Cell placement:
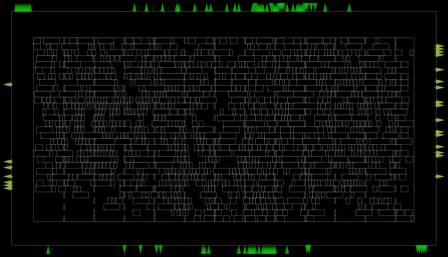
Routed metal per tile:
(2 px per µm) 39 x 21 tiles, from dark purple (low) to yellow (high), scaled to the fullest tile. Values are wire area over tile area, all layers added.
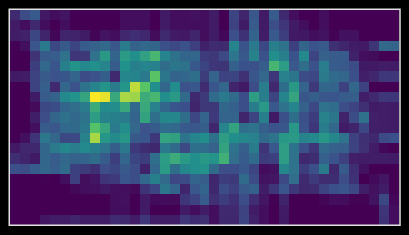
Power grid:
(3 px per µm) Pins as bars on the die edge.
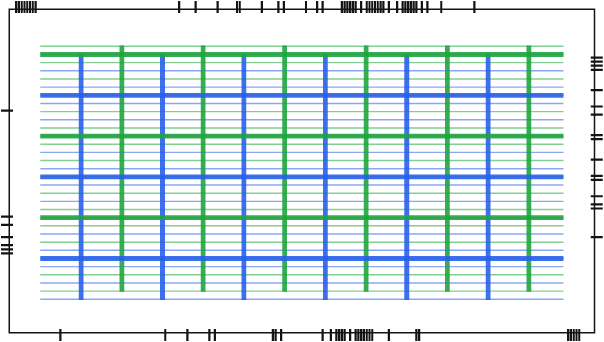
Cells by drive strength:
(2 px per µm)
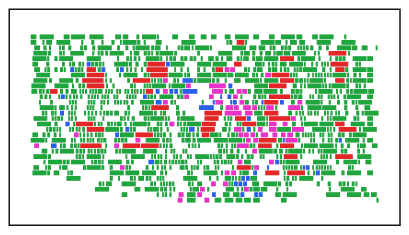
[config.mk]
export PLATFORM = sky130hd
export DESIGN_NAME = imem_loader
export DESIGN_NICKNAME = d
export VERILOG_FILES = /design/src/rtl/imem_loader.sv
export SDC_FILE = /design/constraint.sdc
export NUM_CORES = 1
export LEC_CHECK = 0
export ABC_AREA = 1
export CAP_MARGIN = 10
export CORE_ASPECT_RATIO = 0.5
export CORE_MARGIN = 10
export CORE_UTILIZATION = 45
export CTS_CLUSTER_SIZE = 24
export DETAILED_ROUTE_END_ITERATION = 7
export PLACE_DENSITY = 0.68
export SETUP_SLACK_MARGIN = 0.05
export SLEW_MARGIN = 15
export SYNTH_ARGS = -nofsm -noshare
export SYNTH_HDL_FRONTEND = slang
export SYNTH_SLANG_ARGS = --single-unit
[constraint.sdc]
create_clock -name clk -period 2 [get_ports clk]
set_clock_uncertainty 0.05 [all_clocks]
set_input_delay 0.6 -clock clk [delete_from_list [all_inputs] [get_ports clk]]
set_output_delay 0.6 -clock clk [all_outputs]
set_load 0.03 [all_outputs]
[src/rtl/imem_loader.sv]
// imem_loader: receives a byte stream and writes it as 32-bit little-endian
// instruction words into instruction memory starting at BASE_ADDR, stalling
// the core while loading.
// Optional feature: define IMEM_LOADER_CHECKSUM_EN to require a trailing
// 8-bit checksum byte (sum of all data bytes modulo 256) after the last word.
module imem_loader #(
  parameter logic [31:0] BASE_ADDR = 32'h0000_0000,
  parameter int unsigned MAX_WORDS = 1024
) (
  input  logic        clk,
  input  logic        reset,
  input  logic        start,
  input  logic [15:0] word_count,
  input  logic [7:0]  in_byte,
  input  logic        in_valid,
  output logic        in_ready,
  output logic        mem_we,
  output logic [31:0] mem_addr,
  output logic [31:0] mem_wdata,
  output logic        core_stall,
  output logic        busy,
  output logic        done,
  output logic        error
);

  typedef enum logic [2:0] {
    IDLE  = 3'd0,
    LOAD  = 3'd1,
    WRITE = 3'd2,
`ifdef IMEM_LOADER_CHECKSUM_EN
    CHECK = 3'd3,
`endif
    DONE  = 3'd4
  } state_t;

  localparam logic [31:0] MAX_W = 32'(MAX_WORDS);

  state_t      state_reg, state_next;
  logic [1:0]  byte_idx_reg;
  logic [23:0] word_reg;        // bytes 0..2 of the word being assembled
  logic [15:0] cnt_reg;         // words still to be written, including current
  logic [31:0] addr_reg;        // address of the next word to write
  logic [31:0] mem_addr_reg;
  logic [31:0] mem_wdata_reg;
  logic        error_reg;
`ifdef IMEM_LOADER_CHECKSUM_EN
  logic [7:0]  sum_reg;
`endif

  // start request classification (only meaningful in IDLE)
  logic        start_zero;
  logic        start_big;
  logic        last_byte;
  assign start_zero = (word_count == 16'd0);
  assign start_big  = ({16'd0, word_count} > MAX_W);
  assign last_byte  = in_valid && (byte_idx_reg == 2'd3);

  // State register
  always_ff @(posedge clk) begin
    if (!reset) state_reg <= IDLE;
    else        state_reg <= state_next;
  end

  // Next-state logic
  always_comb begin
    state_next = state_reg;
    case (state_reg)
      IDLE: begin
        if (start && !start_big) state_next = start_zero ? DONE : LOAD;
      end
      LOAD: begin
        if (last_byte) state_next = WRITE;
      end
      WRITE: begin
`ifdef IMEM_LOADER_CHECKSUM_EN
        state_next = (cnt_reg == 16'd1) ? CHECK : LOAD;
`else
        state_next = (cnt_reg == 16'd1) ? DONE : LOAD;
`endif
      end
`ifdef IMEM_LOADER_CHECKSUM_EN
      CHECK: begin
        if (in_valid) state_next = DONE;
      end
`endif
      DONE:    state_next = IDLE;
      default: state_next = IDLE;
    endcase
  end

  // Moore outputs decoded from the current state
  always_comb begin
    in_ready   = 1'b0;
    mem_we     = 1'b0;
    busy       = 1'b0;
    done       = 1'b0;
    case (state_reg)
      LOAD:  begin in_ready = 1'b1; busy = 1'b1; end
      WRITE: begin mem_we   = 1'b1; busy = 1'b1; end
`ifdef IMEM_LOADER_CHECKSUM_EN
      CHECK: begin in_ready = 1'b1; busy = 1'b1; end
`endif
      DONE:  begin done     = 1'b1; busy = 1'b1; end
      default: ;
    endcase
    core_stall = busy;
  end

  // Datapath: byte packing, address/count tracking, write port and error flag
  always_ff @(posedge clk) begin
    if (!reset) begin
      byte_idx_reg  <= 2'd0;
      word_reg      <= 24'd0;
      cnt_reg       <= 16'd0;
      addr_reg      <= BASE_ADDR;
      mem_addr_reg  <= BASE_ADDR;
      mem_wdata_reg <= 32'd0;
      error_reg     <= 1'b0;
`ifdef IMEM_LOADER_CHECKSUM_EN
      sum_reg       <= 8'd0;
`endif
    end else begin
      case (state_reg)
        IDLE: begin
          if (start && start_big) begin
            error_reg <= 1'b1;
          end else if (start && !start_zero) begin
            error_reg    <= 1'b0;
            addr_reg     <= BASE_ADDR;
            byte_idx_reg <= 2'd0;
            word_reg     <= 24'd0;
            cnt_reg      <= word_count;
`ifdef IMEM_LOADER_CHECKSUM_EN
            sum_reg      <= 8'd0;
`endif
          end
        end
        LOAD: begin
          if (in_valid) begin
            byte_idx_reg <= byte_idx_reg + 2'd1;
`ifdef IMEM_LOADER_CHECKSUM_EN
            sum_reg      <= sum_reg + in_byte;
`endif
            case (byte_idx_reg)
              2'd0: word_reg[7:0]   <= in_byte;
              2'd1: word_reg[15:8]  <= in_byte;
              2'd2: word_reg[23:16] <= in_byte;
              default: begin
                // 4th byte completes the word: latch the write port now so
                // address/data stay stable through and after the write cycle
                mem_addr_reg  <= addr_reg;
                mem_wdata_reg <= {in_byte, word_reg};
              end
            endcase
          end
        end
        WRITE: begin
          addr_reg <= addr_reg + 32'd4;
          cnt_reg  <= cnt_reg - 16'd1;
        end
`ifdef IMEM_LOADER_CHECKSUM_EN
        CHECK: begin
          if (in_valid && (in_byte != sum_reg)) error_reg <= 1'b1;
        end
`endif
        default: ;
      endcase
    end
  end

  assign mem_addr  = mem_addr_reg;
  assign mem_wdata = mem_wdata_reg;
  assign error     = error_reg;

endmodule

==> flow_results.org <==
#+TITLE: Physical design notes

** Power
- The share of total power dissipated in the clock network is 0.488.
- Post-layout power :: 7320 µW

** Status
- Violated checks :: negative setup slack
- The flow ran to the end, but the final reports show violations.

** Placed design
- According to the dpl log, the detail-placed design has an HPWL of 13.7 mm.
- Weighted congestion reported at the end of routability-driven placement :: 0.932
- The pre-CTS setup check shows a worst slack of -0.377 ns.

** Yosys
- Proportion of netlist area held by the largest area contributor :: 0.403
- Synthesized area divided by synthesized cell count :: 6.59 µm²
- In the synthesis report, Yosys lists the chip area as 0.00686 mm².
- Synthesis handed over a netlist of 1041 instances.
- Sequential cell area fraction in the yosys report :: 0.403
- Counting flops and latches in the post-synthesis netlist gives 138.
- Summed instance area of the synthesized netlist :: 0.00686 mm²
- Synthesis instantiated 32 different standard cells from the library.

** Hold path
- Hold_sp :: mem_wdata[4]

** Die
- Starting density of the core :: 0.467
- I/O pin count :: 98
- Die y size :: 107 µm

** Final timing
- In the finished design, the share of the clock period the worst path needs comes to 1.02.
- Setup slack on the critical path of the routed design comes to -0.0386 ns.
- FMAX :: 491 MHz
- In the final report, the number of endpoints failing setup comes to 2.
- For reference, the final report shows the max-slew violation count at 0.

** Setup path
- Sort of element at the start of the critical path :: register
- Broken down by cell family, the worst path's largest delay share belongs to simple AND/OR/NAND/NOR gates.
- In this run the worst path has a maximum fanout of 5.

** Clocking
- Clock buffer depth :: 2
- Looking at the clock tree report, the root buffer type is sky130_fd_sc_hd__clkbuf_16.
- Setup bufs post-CTS :: 2
- Number of buffers added to fix hold violations after cts :: 0
- TritonCTS clock tree :: yes
- CTS added clock buffers totalling 17.

** Layout
- Post-synthesis to final-layout area growth :: 33.7%
- Most common logic cell in the routed design :: sky130_fd_sc_hd__nand2_1
- Nets@finish :: 1198
- Max FFs per register :: 32

** Global routing
- Recorded from the global router log, the overflow total was 0.

** Detailed routing
- Iter 0 DRT Violations :: 455
Back to the opening pictures, 'cell placement':
Layout fillers: 1359
core region area: 0.0147 mm²
Finished Core Util: 0.624
tap cell instance count: 198
sequential fraction of total cell area: 0.302

Back to the opening pictures, 'routed metal per tile':
fullest tile: 0.69
mean over tiles: 0.15
nearly empty tiles: 16%
tiles over half the peak: 6.8%

Back to the opening pictures, 'power grid':
legend:
  blue:
    net: VSS
  green:
    net: VDD
met5 straps: 6
met1 rails: 32
signal pins: 98
met4 straps: 12
rows: 31

Back to the opening pictures, 'cells by drive strength':
legend:
  blue:
    size: drive 2
    cells: 48
  red:
    size: drive 6 and up
    cells: 49
  green:
    size: drive 1 or less
    cells: 1016
  magenta:
    size: drive 3 to 4
    cells: 63

[synthesized netlist by cell type]
cell and number:
sky130_fd_sc_hd__nand3_4 2, sky130_fd_sc_hd__o21ai_0 10, sky130_fd_sc_hd__o21a_1 2, sky130_fd_sc_hd__nand3_2 2, sky130_fd_sc_hd__inv_1 89, sky130_fd_sc_hd__a21o_1 3
sky130_fd_sc_hd__nand2_4 4, sky130_fd_sc_hd__nor2_1 127, sky130_fd_sc_hd__ha_1 7, sky130_fd_sc_hd__inv_4 1, sky130_fd_sc_hd__nand4_1 19, sky130_fd_sc_hd__nand3_1 127
sky130_fd_sc_hd__buf_4 5, sky130_fd_sc_hd__nand3b_1 3, sky130_fd_sc_hd__buf_2 15, sky130_fd_sc_hd__nand2_2 4, sky130_fd_sc_hd__o21ai_1 1, sky130_fd_sc_hd__xor2_1 3
sky130_fd_sc_hd__conb_1 1, sky130_fd_sc_hd__a21oi_1 111, sky130_fd_sc_hd__o21bai_1 1, sky130_fd_sc_hd__inv_2 6, sky130_fd_sc_hd__xnor2_1 1, sky130_fd_sc_hd__clkbuf_1 28
sky130_fd_sc_hd__nor3_4 1, sky130_fd_sc_hd__buf_6 4, sky130_fd_sc_hd__nand2_1 307, sky130_fd_sc_hd__nor2_4 5, sky130_fd_sc_hd__nor3_1 1, sky130_fd_sc_hd__dfxtp_1 138
sky130_fd_sc_hd__o22ai_1 1, sky130_fd_sc_hd__or2_2 12
[power by group through the flow]
stage,registers [µW],clock network (µW),logic (µW)
after floorplan,2910,0,528
after global placement,2920,0,764
after detailed placement,2920,0,780
after CTS,2860,3600,796
after global routing,2870,3730,979
final,2860,3570,883
[kinds of logic after synthesis]
family | Yosys count | synth area share
other | 1 | 0.000547
xor gates and xnor gates | 4 | 0.00511
adders and majority gates | 7 | 0.0128
buffers and inverters | 148 | 0.0912
AOI/OAI and AO/OA | 129 | 0.0965
and+or+nand+nor | 614 | 0.391
DFF | 138 | 0.403
[routing by layer]
metal	routed length [µm]	share of wire	vias up	GRT usage
met5	0	0	-	0
met4	315	0.016	0	0.0639
met3	932	0.047	30	0.0423
met2	9450	0.48	144	0.309
met1	8990	0.46	3224	0.219
li1	-	-	3565	-
[tightest hold or removal path: cells and delay by family (launching register included)]
family	cells	cell delay (ns)
and+or+nand+nor	1	0.06
AOI/OAI and AO/OA	1	0.05
DFF	1	0.30
[worst max-delay path by stage]
stage                   startpoint            to  cells past startpoint
global route          state_reg[0]    core_stall                      4
detailed placement   word_count[9]  word_reg[20]                     10
finish                state_reg[0]    core_stall                      4
CTS                   state_reg[0]        mem_we                      4
global placement    word_count[10]  word_reg[20]                     10
floorplan             state_reg[1]    core_stall                      6
[per-stage QoR]
stage,instance area (µm²),hold slack (ns)
after floorplan,6880,0.403
after global placement,8300,0.398
after detailed placement,8300,0.402
after CTS,8930,0.408
after global routing,9170,0.425
final,9170,0.405
[area by class of cell]
cell class / count / area (µm²) / area share
flip-flops and latches: 138 / 2770 / 0.302
clock buffers: 22 / 484 / 0.0528
well taps: 198 / 248 / 0.0270
inverters: 96 / 373 / 0.0407
multi-input cells: 756 / 3570 / 0.389
clock inverters: 10 / 188 / 0.0205
repair buffers: 154 / 1540 / 0.168
Power figures rest on the tool's default switching activity, not on a simulated workload.
